$ cat config.mk
export PLATFORM = sky130hd
export DESIGN_NAME = dmp_req_router_flat
export DESIGN_NICKNAME = d
export VERILOG_FILES = /design/src/rtl/dmp_req_router_if.sv /design/src/rtl/dmp_req_router.sv /design/src/flat_wrapper.sv
export SDC_FILE = /design/constraint.sdc
export NUM_CORES = 1
export LEC_CHECK = 0
export CORE_ASPECT_RATIO = 1.75
export CORE_UTILIZATION = 35
export CTS_CLUSTER_DIAMETER = 80
export CTS_CLUSTER_SIZE = 28
export DETAILED_ROUTE_END_ITERATION = 8
export HOLD_SLACK_MARGIN = 0.02
export MAX_ROUTING_LAYER = met4
export PLACE_DENSITY = 0.88
export RECOVER_POWER = 100
export SYNTH_ARGS = -nofsm -noshare
export SYNTH_HDL_FRONTEND = slang
export SYNTH_SLANG_ARGS = --single-unit
$ cat constraint.sdc
create_clock -name clk -period 1.5 [get_ports clk]
set_clock_uncertainty 0.15 [all_clocks]
set_input_delay 0.3 -clock clk [delete_from_list [all_inputs] [get_ports clk]]
set_output_delay 0.3 -clock clk [all_outputs]
set_load 0.05 [all_outputs]
$ cat src/rtl/dmp_req_router_if.sv
// DMP request, target-side and load-return signals of the data-memory request router.
// The slave modport is the router's view; the master modport is the surrounding core's view.
interface dmp_req_router_if;
    logic        req_valid;
    logic        req_ready;
    logic [31:0] dmp_addr;
    logic        req_wr;
    logic [31:0] req_wdata;
    logic        is_ldst_ram;
    logic        is_code_ram;
    logic        is_peripheral;
    logic [2:0]  tgt_sel;
    logic        tgt_valid;
    logic [31:0] tgt_addr;
    logic        tgt_wr;
    logic [31:0] tgt_wdata;
    logic        iccm_grant;
    logic        q_ready;
    logic [31:0] dccm_rdata;
    logic [31:0] iccm_rdata;
    logic        q_rvalid;
    logic [31:0] q_rdata;
    logic        ld_valid;
    logic [31:0] ld_data;
    logic        iccm_force;
    logic        busy;

    modport slave (
        input  req_valid, dmp_addr, req_wr, req_wdata,
        input  is_ldst_ram, is_code_ram, is_peripheral,
        input  iccm_grant, q_ready, dccm_rdata, iccm_rdata, q_rvalid, q_rdata,
        output req_ready, tgt_sel, tgt_valid, tgt_addr, tgt_wr, tgt_wdata,
        output ld_valid, ld_data, iccm_force, busy
    );

    modport master (
        output req_valid, dmp_addr, req_wr, req_wdata,
        output is_ldst_ram, is_code_ram, is_peripheral,
        output iccm_grant, q_ready, dccm_rdata, iccm_rdata, q_rvalid, q_rdata,
        input  req_ready, tgt_sel, tgt_valid, tgt_addr, tgt_wr, tgt_wdata,
        input  ld_valid, ld_data, iccm_force, busy
    );
endinterface

$ cat src/rtl/dmp_req_router.sv
// Routes one DMP request at a time to DCCM, ICCM or the LD/ST queue; RAM loads return 3 cycles after capture.
// Holds the request in ISSUE until the target accepts; req_ready is low whenever a request is in flight.
module dmp_req_router #(
    parameter int ICCM_STARVE = 15
) (
    input  logic             clk,
    input  logic             rst_a,
    dmp_req_router_if.slave  bus
);
    typedef enum logic [1:0] {IDLE, ISSUE, RDATA, WAIT_Q} state_t;

    localparam logic [2:0] SEL_DCCM  = 3'b001;
    localparam logic [2:0] SEL_ICCM  = 3'b010;
    localparam logic [2:0] SEL_Q     = 3'b100;
    localparam logic [3:0] STARVE_TH = 4'(ICCM_STARVE);

    state_t      state_q, state_d;
    logic [2:0]  tgt_sel_q, tgt_sel_d;
    logic [31:0] tgt_addr_q, tgt_addr_d;
    logic        tgt_wr_q, tgt_wr_d;
    logic [31:0] tgt_wdata_q, tgt_wdata_d;
    logic [31:0] ld_data_q, ld_data_d;
    logic        ld_valid_q, ld_valid_d;
    logic [3:0]  starve_cnt_q, starve_cnt_d;
    logic        accept;
    logic [2:0]  dec_sel;

    // Peripheral and unmapped space both fall through to the queue, so the flag needs no decoding.
    logic unused_is_peripheral;
    assign unused_is_peripheral = bus.is_peripheral;

    always_comb begin
        state_d      = state_q;
        tgt_sel_d    = tgt_sel_q;
        tgt_addr_d   = tgt_addr_q;
        tgt_wr_d     = tgt_wr_q;
        tgt_wdata_d  = tgt_wdata_q;
        ld_data_d    = ld_data_q;
        ld_valid_d   = 1'b0;
        starve_cnt_d = 4'd0;

        if (bus.is_ldst_ram)      dec_sel = SEL_DCCM;
        else if (bus.is_code_ram) dec_sel = SEL_ICCM;
        else                      dec_sel = SEL_Q;

        accept = tgt_sel_q[0]
               | (tgt_sel_q[1] & bus.iccm_grant)
               | (tgt_sel_q[2] & bus.q_ready);

        case (state_q)
            IDLE: begin
                if (bus.req_valid) begin
                    tgt_sel_d   = dec_sel;
                    tgt_addr_d  = bus.dmp_addr;
                    tgt_wr_d    = bus.req_wr;
                    tgt_wdata_d = bus.req_wdata;
                    state_d     = ISSUE;
                end
            end
            ISSUE: begin
                if (accept) begin
                    if (tgt_wr_q) begin
                        state_d   = IDLE;
                        tgt_sel_d = 3'b000;
                    end else if (tgt_sel_q[2]) begin
                        state_d = WAIT_Q;
                    end else begin
                        state_d = RDATA;
                    end
                end else if (tgt_sel_q[1]) begin
                    starve_cnt_d = (starve_cnt_q == 4'hF) ? 4'hF : starve_cnt_q + 4'd1;
                end
            end
            RDATA: begin
                ld_data_d  = tgt_sel_q[1] ? bus.iccm_rdata : bus.dccm_rdata;
                ld_valid_d = 1'b1;
                state_d    = IDLE;
                tgt_sel_d  = 3'b000;
            end
            WAIT_Q: begin
                if (bus.q_rvalid) begin
                    ld_data_d  = bus.q_rdata;
                    ld_valid_d = 1'b1;
                    state_d    = IDLE;
                    tgt_sel_d  = 3'b000;
                end
            end
            default: state_d = IDLE;
        endcase
    end

    always_ff @(posedge clk or negedge rst_a) begin
        if (!rst_a) begin
            state_q      <= IDLE;
            tgt_sel_q    <= 3'b000;
            tgt_addr_q   <= 32'd0;
            tgt_wr_q     <= 1'b0;
            tgt_wdata_q  <= 32'd0;
            ld_data_q    <= 32'd0;
            ld_valid_q   <= 1'b0;
            starve_cnt_q <= 4'd0;
        end else begin
            state_q      <= state_d;
            tgt_sel_q    <= tgt_sel_d;
            tgt_addr_q   <= tgt_addr_d;
            tgt_wr_q     <= tgt_wr_d;
            tgt_wdata_q  <= tgt_wdata_d;
            ld_data_q    <= ld_data_d;
            ld_valid_q   <= ld_valid_d;
            starve_cnt_q <= starve_cnt_d;
        end
    end

    assign bus.req_ready  = (state_q == IDLE);
    assign bus.tgt_valid  = (state_q == ISSUE);
    assign bus.busy       = (state_q != IDLE);
    assign bus.tgt_sel    = tgt_sel_q;
    assign bus.tgt_addr   = tgt_addr_q;
    assign bus.tgt_wr     = tgt_wr_q;
    assign bus.tgt_wdata  = tgt_wdata_q;
    assign bus.ld_valid   = ld_valid_q;
    assign bus.ld_data    = ld_data_q;
    // Registered count keeps the force high through the accept cycle; it drops once ISSUE is left.
    assign bus.iccm_force = (state_q == ISSUE) && tgt_sel_q[1] && (starve_cnt_q >= STARVE_TH);
endmodule
$ cat src/flat_wrapper.sv
// flat-port wrapper written by rule: the top's interface ports become plain ports
module dmp_req_router_flat 
#(
    parameter int ICCM_STARVE = 15
)
  (clk, rst_a, bus_req_valid, bus_dmp_addr, bus_req_wr, bus_req_wdata, bus_is_ldst_ram, bus_is_code_ram, bus_is_peripheral, bus_iccm_grant, bus_q_ready, bus_dccm_rdata, bus_iccm_rdata, bus_q_rvalid, bus_q_rdata, bus_req_ready, bus_tgt_sel, bus_tgt_valid, bus_tgt_addr, bus_tgt_wr, bus_tgt_wdata, bus_ld_valid, bus_ld_data, bus_iccm_force, bus_busy);
  dmp_req_router_if bus_i ();
  input  logic clk;
  input  logic rst_a;
  input wire logic [$bits(bus_i.req_valid)-1:0] bus_req_valid;
  input wire logic [$bits(bus_i.dmp_addr)-1:0] bus_dmp_addr;
  input wire logic [$bits(bus_i.req_wr)-1:0] bus_req_wr;
  input wire logic [$bits(bus_i.req_wdata)-1:0] bus_req_wdata;
  input wire logic [$bits(bus_i.is_ldst_ram)-1:0] bus_is_ldst_ram;
  input wire logic [$bits(bus_i.is_code_ram)-1:0] bus_is_code_ram;
  input wire logic [$bits(bus_i.is_peripheral)-1:0] bus_is_peripheral;
  input wire logic [$bits(bus_i.iccm_grant)-1:0] bus_iccm_grant;
  input wire logic [$bits(bus_i.q_ready)-1:0] bus_q_ready;
  input wire logic [$bits(bus_i.dccm_rdata)-1:0] bus_dccm_rdata;
  input wire logic [$bits(bus_i.iccm_rdata)-1:0] bus_iccm_rdata;
  input wire logic [$bits(bus_i.q_rvalid)-1:0] bus_q_rvalid;
  input wire logic [$bits(bus_i.q_rdata)-1:0] bus_q_rdata;
  output wire logic [$bits(bus_i.req_ready)-1:0] bus_req_ready;
  output wire logic [$bits(bus_i.tgt_sel)-1:0] bus_tgt_sel;
  output wire logic [$bits(bus_i.tgt_valid)-1:0] bus_tgt_valid;
  output wire logic [$bits(bus_i.tgt_addr)-1:0] bus_tgt_addr;
  output wire logic [$bits(bus_i.tgt_wr)-1:0] bus_tgt_wr;
  output wire logic [$bits(bus_i.tgt_wdata)-1:0] bus_tgt_wdata;
  output wire logic [$bits(bus_i.ld_valid)-1:0] bus_ld_valid;
  output wire logic [$bits(bus_i.ld_data)-1:0] bus_ld_data;
  output wire logic [$bits(bus_i.iccm_force)-1:0] bus_iccm_force;
  output wire logic [$bits(bus_i.busy)-1:0] bus_busy;
  assign bus_i.req_valid = bus_req_valid;
  assign bus_i.dmp_addr = bus_dmp_addr;
  assign bus_i.req_wr = bus_req_wr;
  assign bus_i.req_wdata = bus_req_wdata;
  assign bus_i.is_ldst_ram = bus_is_ldst_ram;
  assign bus_i.is_code_ram = bus_is_code_ram;
  assign bus_i.is_peripheral = bus_is_peripheral;
  assign bus_i.iccm_grant = bus_iccm_grant;
  assign bus_i.q_ready = bus_q_ready;
  assign bus_i.dccm_rdata = bus_dccm_rdata;
  assign bus_i.iccm_rdata = bus_iccm_rdata;
  assign bus_i.q_rvalid = bus_q_rvalid;
  assign bus_i.q_rdata = bus_q_rdata;
  assign bus_req_ready = bus_i.req_ready;
  assign bus_tgt_sel = bus_i.tgt_sel;
  assign bus_tgt_valid = bus_i.tgt_valid;
  assign bus_tgt_addr = bus_i.tgt_addr;
  assign bus_tgt_wr = bus_i.tgt_wr;
  assign bus_tgt_wdata = bus_i.tgt_wdata;
  assign bus_ld_valid = bus_i.ld_valid;
  assign bus_ld_data = bus_i.ld_data;
  assign bus_iccm_force = bus_i.iccm_force;
  assign bus_busy = bus_i.busy;
  dmp_req_router #(.ICCM_STARVE(ICCM_STARVE)) u_core (.clk(clk), .rst_a(rst_a), .bus(bus_i));
endmodule
==> flow_metrics.py <==
# Synthesis and PnR figures
metrics = {
    "status": {
        "run_status": "finished with violations",
        "failed_checks": "negative setup slack",
    },
    "setup_path": {
        "reg2reg_setup_slack_ns": -0.34,
        "slowest_stage_delay_cp_ns": 0.38,
    },
    "synth": {
        "mappedNetlistNets": 508,
        "synth-async-reset-ratio_pct": 100.0,
        "synth_top_area_share_pct": 55.25,
        "synth_flop_count": 107,
    },
    "power_and_ir_drop": {
        "net-switching-power_mw": 11.06,
    },
    "run": {
        "openroad.warnings": 30,
    },
    "sta": {
        "report.final.setup_viol": 101,
        "setup_ws_ns": -0.3821,
    },
    "cells_and_area": {
        "drive_above_1_share_pct": 41.90,
        "synthToLayoutAreaGrowth_pct": 107.9,
        "layout.area.comb_um2": 2276,
        "layout.clock.cell_area_share_pct": 3.217,
    },
    "clocking": {
        "post_cts_resize_count": 36,
        "clock_tree.htree_level_count": 3,
        "worstSkewPairLatency_ns": 0.34,
    },
    "floorplanning": {
        "io_count": 275,
    },
    "worst_hold_path": {
        "hold-path-endpoint": "u_core.bus.tgt_wdata[20]",
    },
}
Wiring by layer:
(4 px per um)
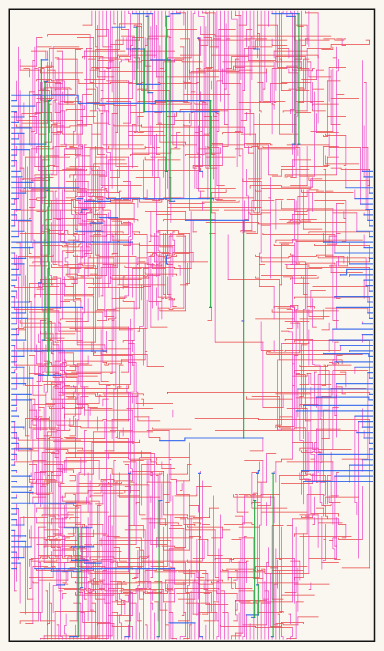
Blue stands for met3, wire length 935 um. Magenta stands for met2, wire length 10300 um. Green stands for met4, wire length 751 um. Red stands for met1, wire length 6380 um.
Global Route Usage Sum: 25.20%
total length of routed wires: 18380 um
Routed wire per std cell: 22.20 um

Placement density heat map:
(3 px per um) The die is cut into 9 by 16 equal tiles; white is low, dark blue is high, 0 to 100% covered.
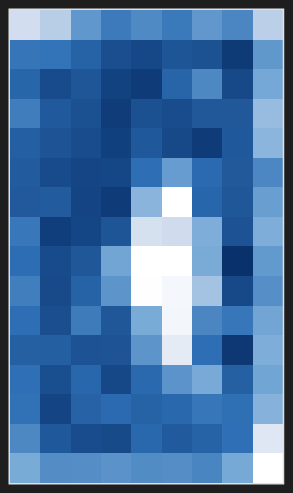
The emptiest ninth of the die: centre. The mean over all tiles is 69%. The fullest tile reaches 100%. 3.5% of the tiles are nearly empty.
utilization after layout: 74.88%
placeable core region: 13450 um2
initial cell density of the core: 36.02%

